Design program_sequencer, sky130hd; sources not shown.
Figure 1. Signal metal coverage by tile.
(8 px per um) The die is cut into 10 by 11 equal tiles; white is low, dark blue is high, scaled to the fullest tile. Values are wire area over tile area, all layers added.
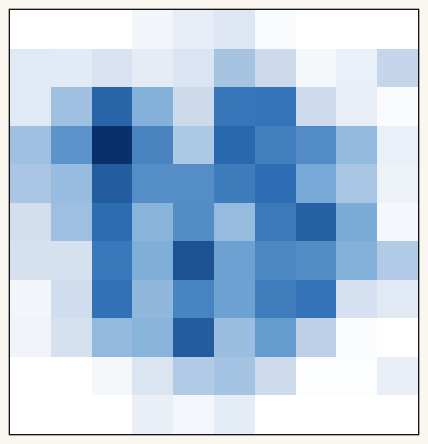
fullest tile	0.46
tiles over half the peak	28%
nearly empty tiles	17%
densest ninth of the die	center
mean over tiles	0.15
number of vias after detailed routing: 1155
routed wirelength normalized by instance count: 11.0 um
post-detailed-routing wire length: 2.54 mm
All-Layer GR Usage: 21.0%

Figure 2. Sizing map.
(8 px per um)
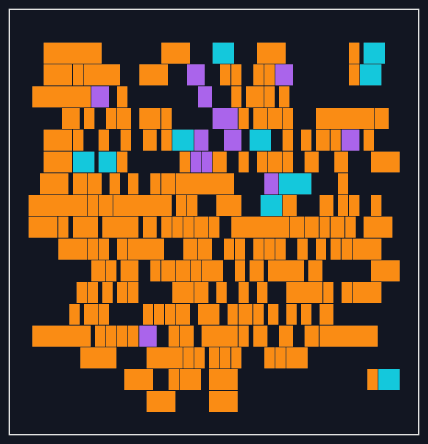
size	color	cells
_2 cells	purple	12
_3 and _4 cells	cyan	10
_0 and _1 cells	orange	180
worst path setup slack after routing: 0.193 ns
Non-clock buffers: 25

Figure 3. Placed standard cells.
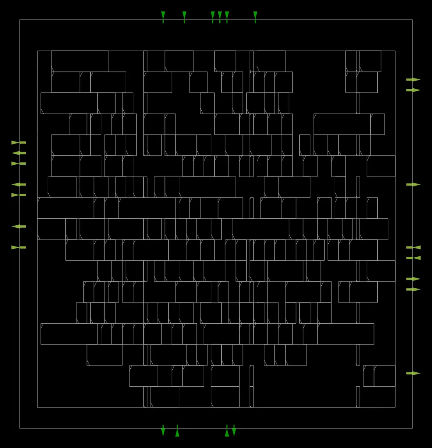
Post-Layout Cell Count: 230
inserted tap cell count: 28

Figure 4. Cell classes on the final placement.
(10 px per um)
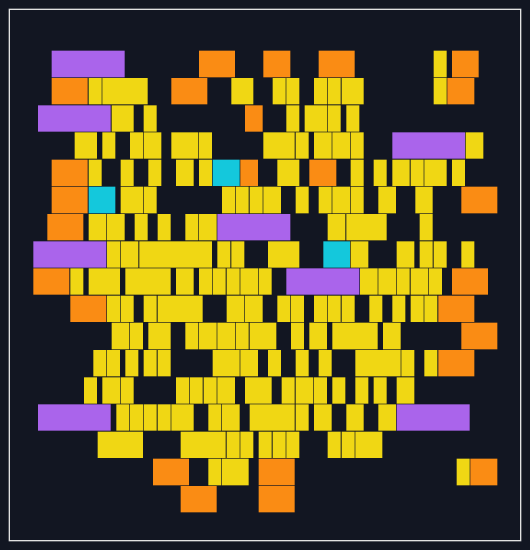
class	color	cells
flops	purple	8
other buffers and delay cells	orange	25
clock drivers	cyan	3
combinational and other logic	yellow	166
post-layout instance area: 1270 sq um
Seq/total area: 12.6%
final design utilization: 59.2%

==> run notes <==
Implementation status.

- The count of instances resized after the clock tree is built is 6.
- The compound-cell area share of the yosys netlist is 15.4%.
- Routing resource usage on met3 recorded by global route was 5.08%.
- From synthesis to final layout, the design area changed by 27.1%.
- Ranked by instance count, the synthesized netlist is headed by nand2_1 (45), inv_1 (28), nor2_1 (22), nand3_1 (14), a21oi_1 (13).
- The global-route wire length before repair is 4.33 mm.
- The sequential cell area is 160 sq um.
- The sequential-cell power consumption is 0.000169 W.
- Setup repair after global routing left no endpoint under its margin.
- The synthesized netlist has a Yosys-reported chip area of 1000 sq um.
- Per STA, the worst path accumulates the most delay in the family simple AND/OR/NAND/NOR gates.
- The multi-input logic area is 707 sq um.
- Yosys printed 0 warnings.
- Global routing consumed, on the met1 layer, 23.9% of the routing resources.
- The initial antenna violation count is 0.
- The most used flip-flop cell after synthesis is dfxtp_1.
- Prior to clock tree synthesis, the placed netlist has a worst setup slack of -0.677 ns.
- The number of maximum-capacitance violations is 0.
- The post-synthesis adder-cell area fraction is 12.0%.
- The most common cell in the synthesized netlist is nand2_1.
- The number of buffers inserted by post-CTS setup repair is 1.
- The hold path depth is 2.
- Once the floorplan was initialized, standard cells occupied 46.6% of the core.
- The category of the most critical setup path is in2reg.
- The post-route clock period utilization is 91.6%.
- The run finished with clean final reports.
- The biggest slice of the area belongs to logic gates.
- In this run the critical path is formed by clkbuf_4, nand2_1, nor2_4, inv_2, or2_2, ha_1, inv_1, fa_1, inv_1, nand2_1, nand2_1, a21oi_1, nand3b_1, nand3_1, nand2_1, inv_1.
- The clock tree has to reach 8 sinks.
- For met2 alone, demand over resource in global routing was 40.0%.
- The TritonCTS buffer count is 3.
- The commonest non-fill, non-tap cell in the layout is nand2_1.
- The maximum cell stage delay along the critical path is 0.28 ns.
- The main area contributors are nand2_1 (17%), dfxtp_1 (16%), inv_1 (11%), ha_1 (10%), nor2_1 (8.3%).
- Power comes to 0.000496 W.
- The maximum net fanout on the critical path is 6.
- The fraction of final cell area spent on clock buffers and inverters in this run is 1.77%.
- The number of H-tree levels is 1.
- The count of cell instances traversed by the critical path is 16.
Power figures rest on the tool's default switching activity, not on a simulated workload.
